**Run 1: ports around the boundary**

Scale: 4 px per um. Pins as bars across the die edge, other pins in grey.
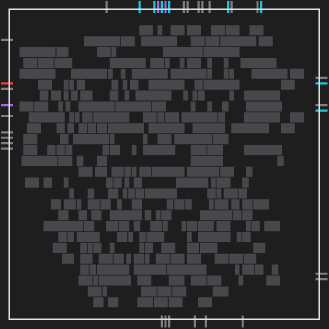
**Run 1: clock wiring as the flow saved it**

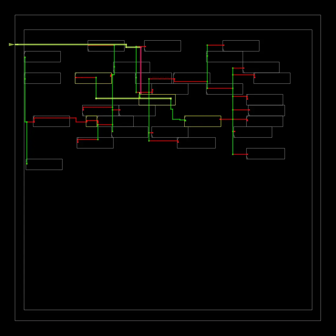
**Run 1: routed clock nets over the placement**

Scale: 8 px per um.
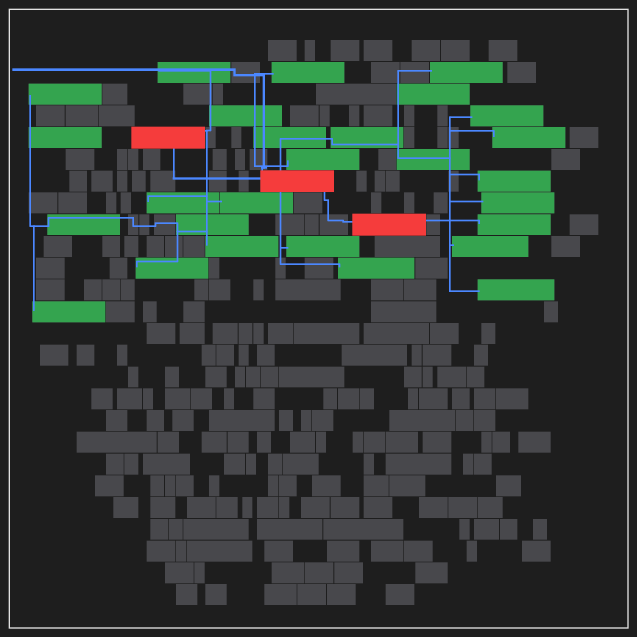
==> config.mk <==
export PLATFORM = sky130hd
export DESIGN_NAME = demux_scheduler
export DESIGN_NICKNAME = d
export VERILOG_FILES = /design/src/rtl/demux_scheduler.sv
export SDC_FILE = /design/constraint.sdc
export NUM_CORES = 1
export LEC_CHECK = 0
export CAP_MARGIN = 20
export CORE_MARGIN = 2
export CORE_UTILIZATION = 40
export CTS_BUF_LIST = sky130_fd_sc_hd__clkbuf_16
export DETAILED_ROUTE_END_ITERATION = 8
export GPL_ROUTABILITY_DRIVEN = 0
export GPL_TIMING_DRIVEN = 0
export PLACE_DENSITY_LB_ADDON = 0.15
export SLEW_MARGIN = 15
export SYNTH_ARGS = -nofsm -noshare
export SYNTH_HDL_FRONTEND = slang
export SYNTH_SLANG_ARGS = --single-unit
export TNS_END_PERCENT = 10
==> constraint.sdc <==
create_clock -name clk -period 3.77 [get_ports clk]
set_input_delay 0.377 -clock clk [delete_from_list [all_inputs] [get_ports clk]]
set_output_delay 0.377 -clock clk [all_outputs]
set_load 0.02 [all_outputs]
==> out/qor.txt, run 1 <==
status: finished, final reports clean
crit path cell chain: clkbuf_4 -> inv_1 -> ha_1 -> xnor2_4 -> buf_4 -> mux2i_1 -> mux2i_1 -> or4b_1 -> buf_2 -> o41ai_4 -> buf_4 -> o21a_1 -> mux2_2
delay-heaviest family, CP: buffers and inverters
Worst Tran Pin Value: 673.2 ps
# Cells Yosys: 218
Critical Path AT: 3730 ps
Hold Path Class: primary input to asynchronous set/reset pin
VDD IR max: 0.4039 mV
routed wire length: 5588 um
RSZ-0062 raised after global routing: no
number of global-route vias before repair: 1894
most common logic cells in the final layout: clkdlybuf4s50_1, nor2_1, dfrtp_1
Max clock buf depth: 2
syn_nets: 237
filler instances: 504
global-route wire length before repair: 9197 um
Fin. Hold Viols: 0
Worst-path clk slew: 70 ps
total power: 2.343 mW
met2 usage: 30.96%
Crit path required time: 3970 ps
Crit-path slowest cell: dfstp_2
number of synthesis warnings: 0
met1 Usage GRT: 27.13%
critical path class: flip-flop to flip-flop
cycle use final: 93.72%
Via density: 5.749
Final Max Slew Viols: 0
worst rel slew slack: 54.85%
Core Area: 5140 um2
CP startpoint kind: flip-flop
# Max-Cap Violations: 0
f_max: 283.0 MHz
Residual DRC: 0
Area Overhead vs Synth: 28.58%
number of flops mapped to enable cells by yosys: 0
Final Core Density: 53.55%
Pint: 1.271 mW
synthesized area per cell: 9.820 um2
reg2reg setup slack: 240 ps
initial DRC count: 163
highest-power group: combinational cells
Cell Area, Synth: 2141 um2
switch share: 45.75%
placed inst area: 2574 um2
fin area: 2753 um2
gr ovfl total: 0
share of cells above drive strength 1: 20.31%
Cell Type Count: 49
CTS root buf: clkbuf_16
CTS tree: done
core utilization at floorplan: 41.65%
# diodes: 0
crit path capture type: flip-flop
FP Rows: 26
CTS Hold Bufs: 0
largest net degree at the start of global routing: 28
final setup margin: 236.7 ps
## Picture notes: 'ports around the boundary'
Key: y_valid = cyan [pins 8, direction output, edge 6 top, 2 right]; s = purple [pins 3, direction output, edge 2 top, 1 left]; k_ready = red [pins 1, direction output, edge left]
All pins by edge: 16 top, 9 left, 6 bottom, 6 right.
Die X: 77.16 um
Die H: 77.16 um
Port Buffers: 34

## Picture notes: 'clock wiring as the flow saved it'
P_clk: 0.243 mW
clk sink count: 27
flop count: 27

## Picture notes: 'routed clock nets over the placement'
Key: clock-net drivers = red [count 3]; flip-flops = green [count 27]; clock wires = blue [length 315 um]
There are 4 routed clock nets.
Max Clock Skew: 5.647 ps
Late-Pin Clk Latency: 260 ps
Clk network pwr share: 10.4%

[run 1: per-stage QoR]
step / TNS, ps / instances
detailed placement: -3455 / 323
CTS: -7.270 / 329
global route: 0 / 331
finish: 0 / 331
global placement: -3271 / 322
floorplan: 0 / 218
[run 1: routing by layer]
metal	wire (um)	share of wire [%]
met4	27	0.48
met1	2555	46
met5	0	0
met2	2663	48
met3	341	6.1
[run 1: area by class of cell]
class / instances / area, um2 / area share [%]
tap: 70 / 87.58 / 3.182
timing repair buffer: 40 / 402.9 / 14.64
clock buffer: 3 / 75.07 / 2.727
inverter: 8 / 31.28 / 1.136
clock inverter: 1 / 7.507 / 0.2727
multi-input combinational: 170 / 1405 / 51.05
buffer: 12 / 63.81 / 2.318
sequential: 27 / 679.4 / 24.68
[run 1: synth_stat cells (all sizes together) (4+ instances only)]
cell type  count  area, um2
mux2i         17      170.2
and3           4      25.02
inv            7      26.28
dfrtp         24      600.6
mux4          12      270.3
nor2          24      90.09
nor2b          6      37.54
nor3           4      20.02
a211oi         7      52.55
a21oi         10      50.05
nand2b         7      43.79
buf            9      50.04
nand2         19      71.32
clkbuf         4      15.01
mux2          11      123.9
[run 1: timing repair]
action                     in CTS  in global routing
pin swaps                       1                  1
setup buffers                   2                  2
gates resized                   5                  3
setup endpoints to repair       7                  6
[run 1: cells by family after synthesis]
logic type / after synthesis / share of synthesized area (%)
AND/OR/NAND/NOR: 76 / 17.36
AND-OR/OR-AND: 47 / 16.72
multiplexers: 40 / 26.36
adder cells (fa/ha/maj): 3 / 1.754
buffers and inverters: 21 / 4.441
flip-flops: 27 / 31.74
XOR/XNOR: 4 / 1.637
**Run 1: the metal 2 layer**

Scale: 4 px per um.
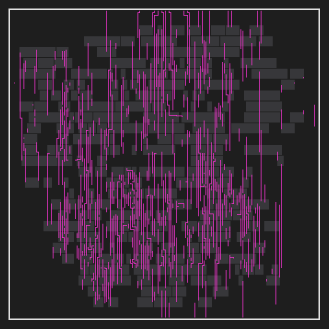

==> run 1 -> run 2 <==
- CAP_MARGIN: 20 -> 10
- SKIP_CTS_REPAIR_TIMING: default -> 1
- SLEW_MARGIN: 15 -> default
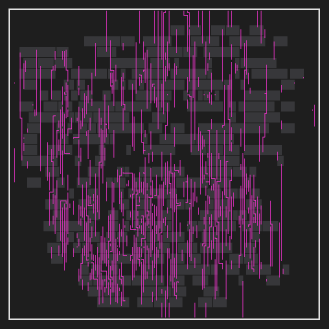
**Above:** run 2 (the metal 2 layer).
Scale: 4 px per um.
The layer holds 47% of the routed length. 242 nets have wire on it. The layer carries 2640 um of wire. The wires run mostly vertical.
routed wire length: 5598 um
routed via count: 1914
met2 usage: 29.57%

==> out/qor.txt, run 2 <==
status: finished, final reports clean
CTS H-tree depth: 1
Core Area: 5140 um2
Final Max Slew Viols: 0
share of total power in sequential cells: 16.7%
reg2reg setup slack: 190 ps
core utilization at floorplan: 41.65%
global-route wire length before repair: 9149 um
number of global-route vias before repair: 1845
number of synthesis warnings: 0
Max clock buf depth: 2
Power Density: 873.0 nW/um2
Fin. Hold Viols: 0
switch share: 45.40%
Logic area: 1408 um2
Post-Syn Instances: 218
Cell Type Count: 49
Cell Area, Synth: 2141 um2
Critical Path AT: 3780 ps
TritonRoute pass-1 iters: 4
Area Overhead vs Synth: 28.35%
Die X: 77.16 um
clk sink count: 27
RSZ-0062 raised after global routing: no
critical path class: flip-flop to flip-flop
crit path capture type: flip-flop
initial DRC count: 204
Clk network pwr share: 10.0%
# Max-Cap Violations: 0
share of cells above drive strength 1: 21.29%
largest net degree at the start of global routing: 28
Late-Pin Clk Latency: 260 ps
Synth Seq Share: 31.74%
gr ovfl total: 0
Synth top area share: 28.05%
Die H: 77.16 um
FP Rows: 26
most common logic cells in the final layout: clkdlybuf4s50_1, nor2_1, dfrtp_1
number of flops mapped to enable cells by yosys: 0
syn_nets: 237
f_max: 279.7 MHz
cycle use final: 94.84%
top cells, area: dfrtp_1, mux4_2, mux2i_1
OpenROAD warning count: 27
Hold Path Class: flip-flop to flip-flop
Worst-path clk slew: 70 ps
Worst Tran Pin Value: 984.3 ps
synthesized area per cell: 9.820 um2
die area: 5953 um2
Tmin final: 3575 ps
CP startpoint kind: flip-flop
CTS root buf: clkbuf_16
HPWL Detailed: 4054 um
cell type with the largest total area: dfrtp_1
# Cells Yosys: 218
setup_tns: 0 ps
Async S/R FF share, synth: 100.0%
Leakage: 1.125 nW
CTS Buf Count: 3
Max FO, Critical Path: 10
Via density: 5.748
wire per inst: 16.81 um
worst rel slew slack: 34.31%
total power: 2.399 mW
Pint: 1.310 mW
top cells by count: dfrtp_1, nor2_1, nand2_1
CTS tree: done
final setup margin: 194.7 ps
Tot GR Track Use: 19.11%
Crit path required time: 3970 ps
# diodes: 0
Residual DRC: 0
Ports: 37
main flop type: dfrtp_1
Port Buffers: 34
Max Clock Skew: 2.871 ps
combinational share of power: 73.3%
Sequential cell area: 679.4 um2
filler instances: 504
VDD IR max: 0.3677 mV
run 2: cell counts after synthesis:
No cell type changed its count.
run 2: kinds of logic after synthesis:
kind of cell | Yosys count | synth area share [%]
flops | 27 | 31.74
buf+inv | 21 | 4.441
mux | 40 | 26.36
fa+ha+maj | 3 | 1.754
xor+xnor | 4 | 1.637
simple gates | 76 | 17.36
compound gates | 47 | 16.72
run 2: area by class of cell:
class	count	area share (%)
tap	70	3.188
inverter	8	1.230
buffer	13	2.413
sequential	27	24.73
timing repair buffer	41	14.21
clock inverter	1	0.2732
multi-input combinational	170	51.23
clock buffer	3	2.732
run 2: metrics by stage:
step	cell area [um2]	std cells	hold WS [ps]	utilization [%]
6_report	2748	333	510.9	53.46
5_1_grt	2748	333	536.3	53.46
4_1_cts	2651	326	516.7	51.58
3_5_place_dp	2569	322	497.6	49.98
3_3_place_gp	2569	322	497.9	49.98
2_1_floorplan	2141	218	427.5	-
run 2: power by group through the flow:
stage | Combinational, mW | Clock (mW) | Sequential (mW)
6_report | 1.76 | 0.240 | 0.400
5_1_grt | 1.90 | 0.257 | 0.409
4_1_cts | 1.55 | 0.247 | 0.400
3_5_place_dp | 1.54 | 0 | 0.406
3_3_place_gp | 1.54 | 0 | 0.405
2_1_floorplan | 1.17 | 0 | 0.417
run 2: layer usage:
metal  vias to the layer above  track usage (%)  share of wire (%)
met5                         -                0                  0
met4                         0            3.214               0.48
met3                         4            3.765                5.5
met2                        62            29.57                 47
li1                        904                -                  -
met1                       944            28.13                 47
run 2: worst max-delay path: stages (launching register included):
cell	delay [ps]
dfstp_2	570
buf_6	130
buf_2	230
inv_1	160
ha_2	380
buf_2	260
mux4_2	400
or4b_1	510
buf_2	180
o41ai_4	190
buf_4	200
o21a_1	150
mux2_2	140
Power figures rest on the tool's default switching activity, not on a simulated workload.
